<file path="src/rtl/cp2_exc_sched.sv">
// cp2_exc_sched -- exception request scheduler for the CP2 task coprocessor.
//
// Watches the time-trigger and event-trigger top-priority task indices and the
// per-task deadline warning vector. Each source's events are latched as
// pending, arbitrated by fixed priority (DL > TT > ET) and presented to the
// host CPU one at a time over a request/acknowledge handshake.
//
// Ports:
//   clk              system clock, all state updates on posedge
//   rst              asynchronous reset, active-high
//   tt_top_pri_task  top-priority ready time-trigger task (NTASK = none)
//   et_top_pri_task  top-priority ready event-trigger task (NTASK = none)
//   deadline_warn    per-task deadline reached flags
//   mask_we          write strobe for the source mask
//   mask_din         new mask bits: [0] TT, [1] ET, [2] DL; 1 = enabled
//   exc_ack          CPU acknowledge of the current exception
//   cp2_excs         any exception source enabled (OR of mask)
//   cp2_exc          exception request level
//   cp2_exccode      code of presented exception: 0 TT, 1 ET, 2 DL
//   exc_task         task index tied to the presented exception
//   pend             pending flags, same bit order as mask
//   exc_lost         sticky: a request waited TMO cycles without ack
module cp2_exc_sched #(
  parameter int unsigned NTASK  = 64,
  parameter int unsigned IDX_W  = 7,
  parameter int unsigned CODE_W = 3,
  parameter int unsigned TMO    = 1023
) (
  input  logic              clk,
  input  logic              rst,
  input  logic [IDX_W-1:0]  tt_top_pri_task,
  input  logic [IDX_W-1:0]  et_top_pri_task,
  input  logic [NTASK-1:0]  deadline_warn,
  input  logic              mask_we,
  input  logic [2:0]        mask_din,
  input  logic              exc_ack,
  output logic              cp2_excs,
  output logic              cp2_exc,
  output logic [CODE_W-1:0] cp2_exccode,
  output logic [IDX_W-1:0]  exc_task,
  output logic [2:0]        pend,
  output logic              exc_lost
);

  localparam int unsigned CNT_W = $clog2(TMO + 1);
  localparam logic [IDX_W-1:0]  NONE    = IDX_W'(NTASK);
  localparam logic [CNT_W-1:0]  CNT_MAX = CNT_W'(TMO);
  localparam logic [CODE_W-1:0] CODE_TT = CODE_W'(0);
  localparam logic [CODE_W-1:0] CODE_ET = CODE_W'(1);
  localparam logic [CODE_W-1:0] CODE_DL = CODE_W'(2);

  typedef enum logic [1:0] {
    S_IDLE,
    S_REQ,
    S_GAP
  } state_e;

  state_e             state_q, state_d;
  logic [2:0]         mask_q, mask_d;
  logic [2:0]         pend_q, pend_d;
  logic [IDX_W-1:0]   prev_tt_q, prev_et_q;
  logic [NTASK-1:0]   prev_dl_q;
  logic [CODE_W-1:0]  code_q, code_d;
  logic [IDX_W-1:0]   task_q, task_d;
  logic [CNT_W-1:0]   cnt_q, cnt_d;
  logic               lost_q, lost_d;

  logic               ev_tt, ev_et, ev_dl;
  logic [2:0]         ev;
  logic [2:0]         pend_clr;
  logic [2:0]         elig;
  logic               go;
  logic [CODE_W-1:0]  sel_code;
  logic [IDX_W-1:0]   sel_task;
  logic [IDX_W-1:0]   dl_idx;
  logic               in_req;
  logic               acked;

  // Event detection: a new task appearing, or a strictly better (lower) index.
  // NONE is the largest index, so "any task" always beats "none".
  always_comb begin
    ev_tt = (tt_top_pri_task != NONE) &&
            ((prev_tt_q == NONE) || (tt_top_pri_task < prev_tt_q));
    ev_et = (et_top_pri_task != NONE) &&
            ((prev_et_q == NONE) || (et_top_pri_task < prev_et_q));
    ev_dl = |(deadline_warn & ~prev_dl_q);
    ev    = {ev_dl, ev_et, ev_tt};
  end

  // Lowest set deadline index; scanned high to low so the lowest hit wins.
  always_comb begin
    dl_idx = NONE;
    for (int unsigned i = NTASK; i > 0; i--) begin
      if (deadline_warn[i-1]) dl_idx = IDX_W'(i - 1);
    end
  end

  // Fixed-priority arbitration among enabled pending sources.
  always_comb begin
    elig     = pend_q & mask_q;
    go       = |elig;
    sel_code = CODE_TT;
    sel_task = tt_top_pri_task;
    if (elig[2]) begin
      sel_code = CODE_DL;
      sel_task = dl_idx;
    end else if (elig[0]) begin
      sel_code = CODE_TT;
      sel_task = tt_top_pri_task;
    end else if (elig[1]) begin
      sel_code = CODE_ET;
      sel_task = et_top_pri_task;
    end
  end

  always_comb begin
    in_req = (state_q == S_REQ);
    acked  = in_req && exc_ack;
  end

  // FSM: state register
  always_ff @(posedge clk or posedge rst) begin
    if (rst) state_q <= S_IDLE;
    else     state_q <= state_d;
  end

  // FSM: next state
  always_comb begin
    state_d = state_q;
    unique case (state_q)
      S_IDLE:  if (go)      state_d = S_REQ;
      S_REQ:   if (exc_ack) state_d = S_GAP;
      S_GAP:                state_d = S_IDLE;
      default:              state_d = S_IDLE;
    endcase
  end

  // FSM: outputs
  always_comb begin
    cp2_exc     = in_req;
    cp2_excs    = |mask_q;
    cp2_exccode = code_q;
    exc_task    = task_q;
    pend        = pend_q;
    exc_lost    = lost_q;
  end

  // Datapath next-state. On ack the presented source is cleared, but a
  // same-cycle event for that source re-sets it (set wins).
  always_comb begin
    pend_clr = '0;
    if (acked) pend_clr = 3'b001 << code_q[1:0];
    pend_d = (pend_q & ~pend_clr) | ev;

    mask_d = mask_we ? mask_din : mask_q;

    code_d = code_q;
    task_d = task_q;
    if ((state_q == S_IDLE) && go) begin
      code_d = sel_code;
      task_d = sel_task;
    end

    // Counter saturates at TMO; lost sets only on the transition into TMO so
    // a mask write clears it for good while the same request stays up.
    cnt_d  = cnt_q;
    lost_d = lost_q;
    if (mask_we) lost_d = 1'b0;
    if ((state_q == S_IDLE) && go) begin
      cnt_d = '0;
    end else if (in_req && !exc_ack && (cnt_q != CNT_MAX)) begin
      cnt_d = cnt_q + CNT_W'(1);
      if (cnt_d == CNT_MAX) lost_d = 1'b1;
    end
  end

  always_ff @(posedge clk or posedge rst) begin
    if (rst) begin
      mask_q    <= 3'b001;
      pend_q    <= '0;
      prev_tt_q <= NONE;
      prev_et_q <= NONE;
      prev_dl_q <= '0;
      code_q    <= '0;
      task_q    <= NONE;
      cnt_q     <= '0;
      lost_q    <= 1'b0;
    end else begin
      mask_q    <= mask_d;
      pend_q    <= pend_d;
      prev_tt_q <= tt_top_pri_task;
      prev_et_q <= et_top_pri_task;
      prev_dl_q <= deadline_warn;
      code_q    <= code_d;
      task_q    <= task_d;
      cnt_q     <= cnt_d;
      lost_q    <= lost_d;
    end
  end

endmodule

</file>
<file path="config.mk">
export PLATFORM = sky130hd
export DESIGN_NAME = cp2_exc_sched
export DESIGN_NICKNAME = d
export VERILOG_FILES = /design/src/rtl/cp2_exc_sched.sv
export SDC_FILE = /design/constraint.sdc
export NUM_CORES = 1
export LEC_CHECK = 0
export CORE_UTILIZATION = 47
export CTS_CLUSTER_SIZE = 28
export DETAILED_ROUTE_END_ITERATION = 8
export HOLD_SLACK_MARGIN = 0.05
export PLACE_DENSITY = 0.74
export SETUP_SLACK_MARGIN = 0.4
export SLEW_MARGIN = 20
export SYNTH_ARGS = -nofsm -noshare
export SYNTH_HDL_FRONTEND = slang
export SYNTH_SLANG_ARGS = --single-unit
</file>
<file path="constraint.sdc">
create_clock -name clk -period 5.2 [get_ports clk]
set_input_delay 0.78 -clock clk [delete_from_list [all_inputs] [get_ports clk]]
set_output_delay 0.78 -clock clk [all_outputs]
set_load 0.02 [all_outputs]
</file>
Metal 3:
(4 px per um) Cells faint in the background.
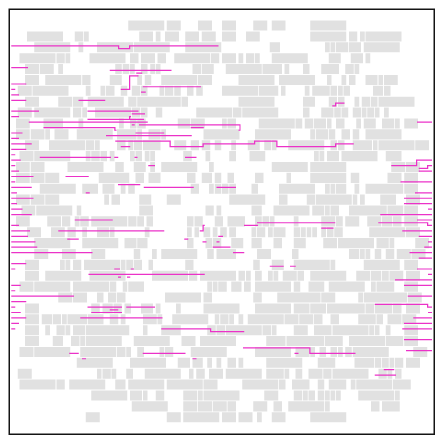
wire length on this layer = 891 um
share of all routed wire = 6.2%
longest straight run = 29.4 um
main direction = horizontal
final wirelength: 14280 um
met3 usage: 7.112%
vias: 4451

Pin map:
(4 px per um) Pins as bars across the die edge, other pins in grey.
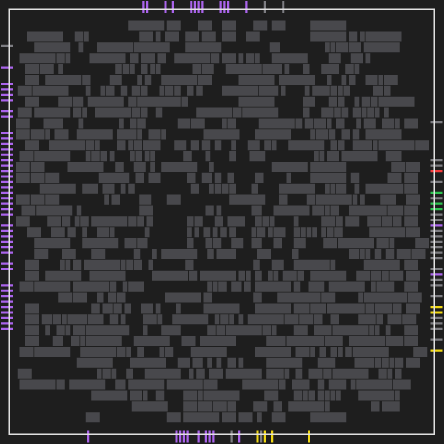
`cp2_exc` -> red  # pins 1, direction output, edge right
`mask_din` -> green  # pins 3, direction input, edge right
`tt_top_pri_task` -> yellow  # pins 7, direction input, edge 4 bottom, 3 right
`deadline_warn` -> purple  # pins 64, direction input, edge 40 left, 12 top, 10 bottom, 2 right
all pins by edge = 41 left, 30 right, 16 bottom, 14 top
input/output buffers: 99
Die Height: 105.9 um
Die X: 105.9 um

==> results.toml <==
# generated from flow reports
[outcome]
status = "complete, no violations"

[finish]
nonClockBufferCount = 100
final_common_cell = "dfrtp_1"
largest_reg_flops = 64
comb_area_share_pct = 32.50
final_cell_mix = "102 x dfrtp_1, 99 x clkdlybuf4s50_1, 73 x inv_1"
dominant-cell-class = "flip-flops and latches"
final-clk-cell-share_pct = 4.114
flop-count = 106
antenna_cells = 0
fin_nets = 718
non_clock_inverter_count = 74
logic_area_um2 = 2106
drive_gt1_share_pct = 5.769
fin_cells = 760
final_cell_area_um2 = 6479
logic_gates = 328
nonClkBufAreaFrac_pct = 15.41
n_fill_cell = 922
regMostFlops = "prev_dl_q"
reg_top3 = "prev_dl_q x64, cnt_q x10"
area_delta_synth_final_pct = 27.73
seq_share_pct = 41.02

[detailed_routing]
top_layer = "met4"
drt-pass1-iter-count = 5
wl_met1_um = 6069
ant_nets = 0
drc = 0
route.met2.wl_um = 6834
vias_per_cell = 5.857
wl_met3_um = 891
drt_iter0_markers = 290

[setup_path]
crit_arrival_ns = 2.91
critPathMaxStageDelay_ns = 0.52
end_kind = "register"
reg2regPathDepth = 7
crit_family = "AND-OR/OR-AND gates"
path_depth = 7
crit_slowest_cell = "clkdlybuf4s50_1"
r2r_slack_ns = 3.15
startpoint = "deadline_warn[39]"
crit_chain = "clkdlybuf4s50_1 > nor4_2 > nand2_1 > a2111o_1 > a311o_1 > a21boi_1 > o41ai_1"
r2r_start = "cnt_q[0]$_DFFE_PP0P_"
cp_num_buf_inv = 1
r2r_end = "cnt_q[4]$_DFFE_PP0P_"
cp.required_ns = 5.47
cp_max_fo = 5
endpoint = "exc_task[1]$_DFFE_PP0P_"

[synthesis]
aoi_share_pct = 16.11
edf_count = 0
synth.most_common_cell = "dfrtp_1"
syn-instance-count = 514
ys_cells = 514
top_logic_kind = "simple AND/OR/NAND/NOR gates"
postSynthAreaPerCell_um2 = 9.868
mux_area_share_pct = 2.319
async_reset_ff_share_pct = 100.0
top_area_share_pct = 50.32
synth_cell_types = 63
synth_warnings = 0
ys_sh_xor_pct = 1.381
synth-adder-area-share_pct = 3.453
simple_gate_share_pct = 18.11
fp_nets = 613
ys.flop_type = "dfrtp_1"
synth_flops = 106

[clock_network]
clock_latency_ns = 0.38
clock-root-buffer = "clkbuf_8"
clk_pin_slew_ns = 0.09
cts_max_level = 3
cts_buffers = 9
clockBufferDepth = 2
cts.sinks = 106
ctsHoldBuffers = 0
cts_tree = "yes"
cts_repair_resize_count = 0
post-cts-setup-buffers = 0

[power_and_ir_drop]
switching_share_pct = 29.37
powerClk_mw = 0.654
ir_drop_v = 0.0002682
power_leader = "registers"
p_int_mw = 1.515
comb_power_mw = 0.524
seq_power_mw = 0.967
power_density_nw_per_um2 = 331.1
p_sw_mw = 0.6299
finalPower_mw = 2.145
pwr-share-comb_pct = 24.4
clkPwrFrac_pct = 30.5
p_seq_share_pct = 45.1

[die]
core_region_area_um2 = 10420
taps = 136
fp_util_pct = 48.70
fp.dieArea_um2 = 11210
boundaryPins = 101
rows = 37

[worst_hold_path]
hp-class = "register to register"
holdPathStages = 2
hold_start = "exc_task[6]$_DFFE_PP1P_"
hold_path_end = "exc_task[6]$_DFFE_PP1P_"

[sta]
setup-violations-final = 0
worst_clock_skew_ns = 0.005888
tightest_slew_ns = 0.8741
final-max-slew-violation-count = 0
fmax_mhz = 378.6
fin_tns_setup_ns = 0
finalCritPeriodShare_pct = 50.80
final.setup.worst_slack_ns = 2.559
period_needed_ns = 2.641
finalHoldViolations = 0
max_slew_margin_pct = 41.73
whs_ns = 0.5109

[grt]
grt_pass1_wl_um = 23130
grt_remaining_overflow = 0
antenna_found_initial = 0
met1_usage_pct = 34.33
grt_use_met2_pct = 44.77
grt_pass1_vias = 4489
grt_max_degree = 73

[placement]
place_congestion = 0.9414
dp.final_hpwl_um = 11180
dpl_worst_slack_ns = 2.175
postPlaceCellArea_um2 = 6208
dp_cells = 744

[flow_run]
max_cap_violations = 0
warnings = 27
Routing congestion map:
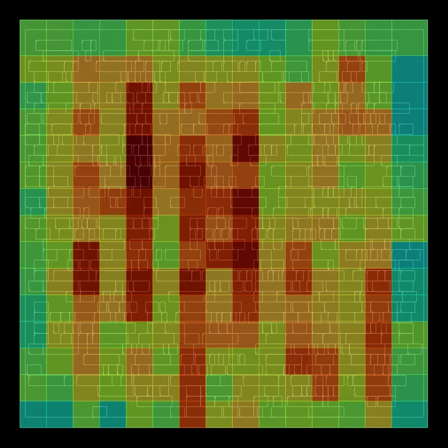
wire per inst: 18.79 um
GR peak layer: met2

Routed metal per tile:
(4 px per um) 21 x 21 tiles, from dark blue (low) to red (high), scaled to the fullest tile. Values are wire area over tile area, all layers added.
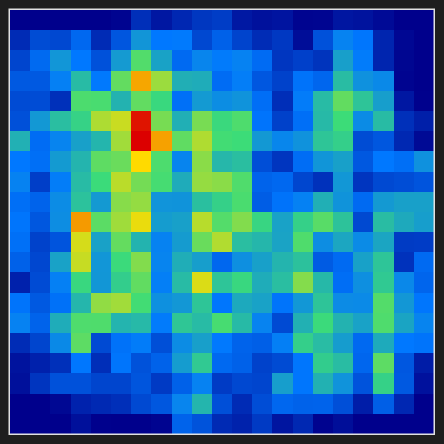
tiles over half the peak = 14%
nearly empty tiles = 7.5%
mean over tiles = 0.21
fullest tile = 0.72
All-Layer GR Usage: 27.54%

Power and IR drop assume default switching activity.
